**config.mk**
```make
export PLATFORM = sky130hd
export DESIGN_NAME = tmds_period_ctrl
export DESIGN_NICKNAME = d
export VERILOG_FILES = /design/src/rtl/tmds_period_ctrl.sv
export SDC_FILE = /design/constraint.sdc
export NUM_CORES = 1
export LEC_CHECK = 0
export CAP_MARGIN = 30
export CORE_MARGIN = 2
export CORE_UTILIZATION = 30
export CTS_BUF_LIST = sky130_fd_sc_hd__clkbuf_8
export DETAILED_ROUTE_END_ITERATION = 12
export PLACE_DENSITY_LB_ADDON = 0.12
export REMOVE_ABC_BUFFERS = 1
export SYNTH_ARGS = -nofsm -noshare
export SYNTH_HDL_FRONTEND = slang
export SYNTH_SLANG_ARGS = --single-unit
```
**constraint.sdc**
```tcl
create_clock -name clk -period 5.36 [get_ports clk]
set_input_delay 1.34 -clock clk [delete_from_list [all_inputs] [get_ports clk]]
set_output_delay 1.34 -clock clk [all_outputs]
set_load 0.005 [all_outputs]
```
**src/rtl/tmds_period_ctrl.sv**
```systemverilog
// TMDS period tracker: classifies each incoming character triple as control,
// guard band, video pixel or data island character and reports period framing.
module tmds_period_ctrl #(
    parameter int PREAMBLE_LEN = 8,
    parameter int PKT_LEN      = 32,
    parameter int MAX_PKTS     = 18
) (
    input  logic        clk,
    input  logic        rst_n,
    input  logic [9:0]  ch0_raw,
    input  logic [9:0]  ch1_raw,
    input  logic [9:0]  ch2_raw,
    input  logic        ch0_sync_valid,
    input  logic        ch1_sync_valid,
    input  logic        ch2_sync_valid,
    input  logic [1:0]  ch0_sync,
    input  logic [1:0]  ch1_sync,
    input  logic [1:0]  ch2_sync,
    output logic        hsync,
    output logic        vsync,
    output logic        video_de,
    output logic        island_de,
    output logic        pkt_start,
    output logic        line_end,
    output logic        period_err,
    output logic [2:0]  state,
    output logic [11:0] active_width
);

    typedef enum logic [2:0] {
        S_CTRL         = 3'd0,
        S_GB_VID       = 3'd1,
        S_VIDEO        = 3'd2,
        S_GB_ISL_LEAD  = 3'd3,
        S_ISLAND       = 3'd4,
        S_GB_ISL_TRAIL = 3'd5
    } state_t;

    localparam int IDX_W = (PKT_LEN > 1) ? $clog2(PKT_LEN) : 1;
    localparam int PKT_W = $clog2(MAX_PKTS + 1);
    localparam logic [IDX_W-1:0] IDX_LAST = IDX_W'(PKT_LEN - 1);
    localparam logic [IDX_W-1:0] IDX_ONE  = IDX_W'(1);
    localparam logic [PKT_W-1:0] PKT_MAX  = PKT_W'(MAX_PKTS);
    localparam logic [PKT_W-1:0] PKT_ONE  = PKT_W'(1);
    localparam logic [3:0]       PRE_THR  = 4'(PREAMBLE_LEN);
    localparam logic [9:0]       GB_A     = 10'b1011001100;
    localparam logic [9:0]       GB_B     = 10'b0100110011;

    state_t           state_r, state_nx;
    logic [3:0]       pre_cnt, prev_ctl;
    logic [11:0]      width_cnt, width_nx, aw_nx;
    logic [IDX_W-1:0] char_idx, idx_nx;
    logic [PKT_W-1:0] pkt_cnt, pkt_nx;
    logic             hsync_nx, vsync_nx, video_de_nx, island_de_nx;
    logic             pkt_start_nx, line_end_nx, err_nx;

    logic       all_ctrl, vid_gb, isl_gb, pre_ok, vid_pre, isl_pre;
    logic [3:0] ctl;

    assign all_ctrl = ch0_sync_valid & ch1_sync_valid & ch2_sync_valid;
    assign ctl      = {ch2_sync, ch1_sync};
    assign vid_gb   = (ch0_raw == GB_A) && (ch1_raw == GB_B) && (ch2_raw == GB_A);
    assign isl_gb   = (ch1_raw == GB_B) && (ch2_raw == GB_B);
    // Preamble qualification looks at the run of control characters that
    // preceded the current (non-control) guard band character.
    assign pre_ok   = (pre_cnt >= PRE_THR);
    assign vid_pre  = (prev_ctl == 4'b0001);
    assign isl_pre  = (prev_ctl == 4'b0101);
    assign state    = state_r;

    always_ff @(posedge clk or negedge rst_n) begin
        if (!rst_n) begin
            pre_cnt  <= '0;
            prev_ctl <= '0;
        end else if (all_ctrl) begin
            prev_ctl <= ctl;
            if (ctl != prev_ctl)     pre_cnt <= 4'd1;
            else if (pre_cnt != 4'hF) pre_cnt <= pre_cnt + 4'd1;
        end else begin
            pre_cnt <= '0;
        end
    end

    always_comb begin
        state_nx     = state_r;
        hsync_nx     = hsync;
        vsync_nx     = vsync;
        video_de_nx  = 1'b0;
        island_de_nx = 1'b0;
        pkt_start_nx = 1'b0;
        line_end_nx  = 1'b0;
        err_nx       = 1'b0;
        aw_nx        = active_width;
        width_nx     = width_cnt;
        idx_nx       = char_idx;
        pkt_nx       = pkt_cnt;
        case (state_r)
            S_CTRL: begin
                if (all_ctrl) begin
                    vsync_nx = ch0_sync[1];
                    hsync_nx = ch0_sync[0];
                end else if (vid_gb && pre_ok && vid_pre) begin
                    state_nx = S_GB_VID;
                end else if (isl_gb && pre_ok && isl_pre) begin
                    state_nx = S_GB_ISL_LEAD;
                end else begin
                    err_nx = 1'b1;
                end
            end
            S_GB_VID: begin
                if (!all_ctrl && vid_gb) begin
                    state_nx = S_VIDEO;
                    width_nx = '0;
                end else begin
                    err_nx = 1'b1;
                end
            end
            S_VIDEO: begin
                if (all_ctrl) begin
                    state_nx    = S_CTRL;
                    aw_nx       = width_cnt;
                    line_end_nx = 1'b1;
                end else begin
                    video_de_nx = 1'b1;
                    if (width_cnt != 12'hFFF) width_nx = width_cnt + 12'd1;
                end
            end
            S_GB_ISL_LEAD: begin
                if (!all_ctrl && isl_gb) begin
                    state_nx = S_ISLAND;
                    idx_nx   = '0;
                    pkt_nx   = '0;
                end else begin
                    err_nx = 1'b1;
                end
            end
            S_ISLAND: begin
                // A guard band is only a trailer when it lands on a packet boundary.
                if (all_ctrl) begin
                    err_nx = 1'b1;
                end else if (char_idx == '0 && pkt_cnt != '0 && isl_gb) begin
                    state_nx = S_GB_ISL_TRAIL;
                end else if (char_idx == '0 && pkt_cnt == PKT_MAX) begin
                    err_nx = 1'b1;
                end else begin
                    island_de_nx = 1'b1;
                    pkt_start_nx = (char_idx == '0);
                    if (char_idx == IDX_LAST) begin
                        idx_nx = '0;
                        pkt_nx = pkt_cnt + PKT_ONE;
                    end else begin
                        idx_nx = char_idx + IDX_ONE;
                    end
                end
            end
            S_GB_ISL_TRAIL: begin
                if (!all_ctrl && isl_gb) state_nx = S_CTRL;
                else                     err_nx   = 1'b1;
            end
            default: state_nx = S_CTRL;
        endcase
        if (err_nx) begin
            state_nx = S_CTRL;
            width_nx = '0;
            idx_nx   = '0;
            pkt_nx   = '0;
        end
    end

    always_ff @(posedge clk or negedge rst_n) begin
        if (!rst_n) begin
            state_r      <= S_CTRL;
            hsync        <= 1'b0;
            vsync        <= 1'b0;
            video_de     <= 1'b0;
            island_de    <= 1'b0;
            pkt_start    <= 1'b0;
            line_end     <= 1'b0;
            period_err   <= 1'b0;
            active_width <= '0;
            width_cnt    <= '0;
            char_idx     <= '0;
            pkt_cnt      <= '0;
        end else begin
            state_r      <= state_nx;
            hsync        <= hsync_nx;
            vsync        <= vsync_nx;
            video_de     <= video_de_nx;
            island_de    <= island_de_nx;
            pkt_start    <= pkt_start_nx;
            line_end     <= line_end_nx;
            period_err   <= err_nx;
            active_width <= aw_nx;
            width_cnt    <= width_nx;
            char_idx     <= idx_nx;
            pkt_cnt      <= pkt_nx;
        end
    end

endmodule
```
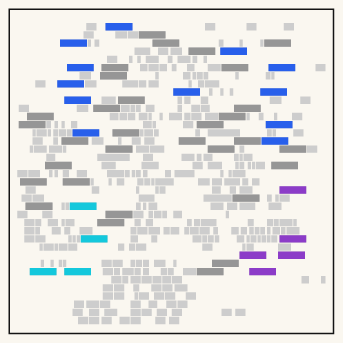
Run 1: register map, names as in the netlist
Scale: 3 px per um.
| colour | name in the netlist | sequential cells |
|---|---|---|
| purple | pkt_cnt | 5 |
| blue | active_width | 12 |
| cyan | prev_ctl | 4 |
final core area utilization: 39.3%
Sequential Area: 1300 um^2
P_seq: 0.000527 W

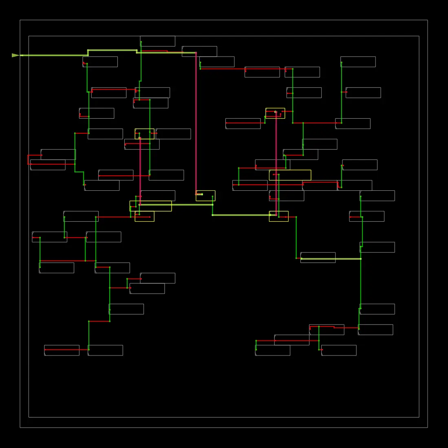
Run 1: the clock network
flop count: 52
Clock Skew: 11.1 ps
CTS Buf Count: 5
clk_buf instances: 5
P_clk: 0.000316 W

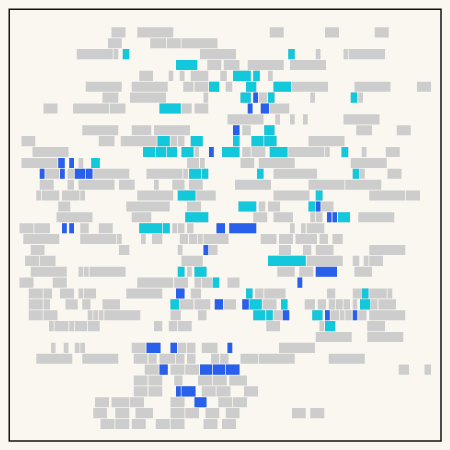
Run 1: gate-type map
Scale: 4 px per um.
| colour | family | cells |
|---|---|---|
| cyan | inverting AOI/OAI gates | 52 |
| blue | NOR gates | 37 |
final non-filler cell total: 512
multi-input gate share of total cell area: 43.5%
Commonest Layout Cell: clkdlybuf4s50_1

==> run 1: worst max-delay path, stage by stage <==
cell and delay [ps]:
clkdlybuf4s50_1 390, and4bb_1 330, and3_1 320, and4_4 270
or2_1 350, and4_4 310, mux2_4 290
==> run 1: per-stage QoR <==
| stage | setup WS (ps) | total power (W) | cell area (um^2) |
|---|---|---|---|
| 2_1_floorplan | 2280 | 0.000710 | 3140 |
| 3_3_place_gp | 1650 | 0.000890 | 3940 |
| 6_report | 1950 | 0.00120 | 4070 |
| 5_1_grt | 1840 | 0.00127 | 4070 |
| 4_1_cts | 1960 | 0.00122 | 4070 |
| 3_5_place_dp | 1630 | 0.000891 | 3940 |
==> run 1: cells in the mapped netlist (3+ instances only) <==
library cell / number / area, um^2
a21boi_0: 3 / 22.5
a21oi_1: 9 / 45.0
a22oi_2: 4 / 50.1
a2bb2oi_1: 3 / 26.3
a311oi_1: 5 / 43.8
a41o_1: 3 / 30.0
and3_1: 7 / 43.8
and4bb_2: 5 / 62.6
buf_2: 4 / 20.0
buf_6: 3 / 33.8
clkbuf_1: 5 / 18.8
dfrtp_1: 52 / 1300
ha_1: 9 / 113
inv_1: 19 / 71.3
mux2_2: 9 / 101
mux2i_1: 5 / 50.1
nand2_1: 29 / 109
nand3_1: 18 / 90.1
nand4_1: 11 / 68.8
nor2_1: 17 / 63.8
nor3_1: 6 / 30.0
nor4_1: 4 / 25.0
nor4b_1: 3 / 26.3
nor4bb_1: 3 / 30.0
o211ai_1: 3 / 22.5
o21a_1: 3 / 22.5
o21ai_0: 9 / 45.0
o31ai_1: 3 / 22.5
or3_1: 3 / 18.8
xnor2_1: 5 / 43.8
==> qor.csv, run 1 <==
metric,value,unit
worstSetupPathType,input port to flip-flop,
synth_area,3220,um^2
nets,426,
dp.cells,505,
initCoreUtil,31.0,%
ys_cells,318,
yosysWarnings,0,
seq_power_share,44.0,%
rrSetupSlack,3060,ps
peakVddDrop,0.139,mV
rr_endpoint,width_cnt[6],
power.group.top,registers,
min_from,active_width[10],
synth_cells,318,
syn_to_final_growth,26.5,%
grt_pass1_vias,2603,
ys_types,73,
hold_depth,2,
drc,0,
drt-wirelength-per-cell,15.3,um
most-common-layout-cells,"clkdlybuf4s50_1, dfrtp_1, nand2_1",
route.antenna.remaining_nets,0,
cp-start-kind,input port,
core_area,10400,um^2
final-clk-cell-share,3.16,%
ys_sh_adder,3.50,%
antenna_found_initial,0,
cts_hold_buf,0,
cts_setup_buffers,0,
fmaxAchievable,294,MHz
cts_sinks,52,
worst_slew_pin_slew,722,ps
top_layer_used,met4,
outcome,finished clean,
Run 1, I/O nets highlighted:
Scale: 3 px per um.
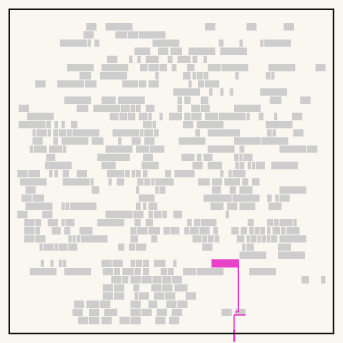

==> run 2, diff against run 1 <==
clock period = 2.8 ns   (was 5.36 ns; I/O delays follow)
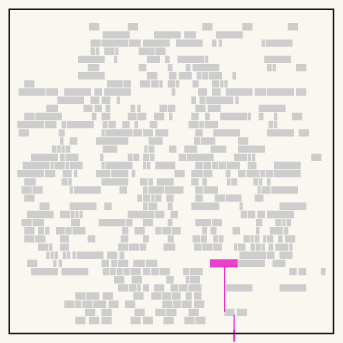
Run 2: I/O nets highlighted
Scale: 3 px per um.
| colour | port | bits | direction | end cells | buffers | wire |
|---|---|---|---|---|---|---|
| magenta | pkt_start | 1 | output | 1 | 1 | 25.1 um |
port buffer count: 62
# IOs: 63

==> qor.csv, run 2 <==
metric,value,unit
seq_power_share,44.4,%
drt-wirelength-per-cell,15.1,um
cts_setup_buffers,0,
ys_top_cells_by_area,"dfrtp_1, ha_1, nand2_1",
n_antenna_cell,0,
power.group.top,registers,
core_area,10400,um^2
worstSetupPathType,input port to flip-flop,
worst_slew_pin_slew,750,ps
peakVddDrop,0.317,mV
pg_clk,0.000523,W
final-seq-area,1300,um^2
cts_made_buffers,5,
ys_types,73,
fin_worst_skew,8.72,ps
drc,0,
cts_hold_buf,0,
yosysTopAreaCellShare,40.4,%
fin_ws,147,ps
initCoreUtil,31.0,%
top_cell,dfrtp_1,
mostFrequentLayoutCell,clkdlybuf4s50_1,
p_seq,0.00100,W
synth_cells,318,
grt_pass1_vias,2802,
synthTopCellsByCount,"dfrtp_1, nand2_1, inv_1",
nets,456,
fmaxAchievable,377,MHz
syn_to_final_growth,33.0,%
antenna_found_initial,0,
outcome,finished clean,
ys_cells,318,
==> run 2: cell counts after synthesis <==
Identical to the previous run, type by type.
==> run 2: cells by family (layout without fill, tap and decap cells) <==
logic type,Yosys count,after routing,share of synthesized area (%)
fa+ha+maj,9,9,3.50
xor+xnor,5,5,1.36
simple gates,136,136,26.3
compound gates,69,69,18.7
buf+inv,32,121,4.59
flops,52,52,40.4
mux,15,15,5.17
==> run 2: per-stage QoR <==
step                instance area (um^2)  std cells  hold slack [ps]  total power (W)
global placement                    4170        535              471          0.00175
detailed placement                  4170        535              472          0.00176
floorplan                           3140        305              404          0.00136
global route                        4280        543              396          0.00241
finish                              4280        543              376          0.00226
CTS                                 4280        543              382          0.00230
==> run 2: per-layer routing <==
metal  wire length [um]  vias to the layer above
li1                   -                     1375
met1               4120                     1294
met2               3660                       61
met3                301                        8
met4                110                        0
met5                  0                        -
==> run 2: final cells by class <==
| class | count | share of cell area, % |
|---|---|---|
| multi-input cells | 234 | 41.4 |
| flip-flops and latches | 52 | 30.4 |
| repair buffers | 94 | 20.0 |
| well taps | 136 | 3.98 |
| inverters | 19 | 1.67 |
| clock buffers | 5 | 1.61 |
| clock inverters | 3 | 0.994 |
==> run 2: critical path: stages <==
cell	delay, ps
clkdlybuf4s50_1	480
nor4bb_1	420
and3_1	230
and4_4	240
or2_1	230
and4_4	270
mux2_4	290
==> run 2: path summary, 6_finish.rpt <==
path,end,slack (ps),depth (start not counted)
hold reg to reg,active_width[10],490,2
min in group clk,active_width[10],490,2
setup reg to reg,width_cnt[6],440,9
setup / recovery,char_idx[4],150,7
hold / removal,char_idx[3],380,2
max in group asynchronous,width_cnt[11],2080,2
Power and IR drop assume default switching activity.
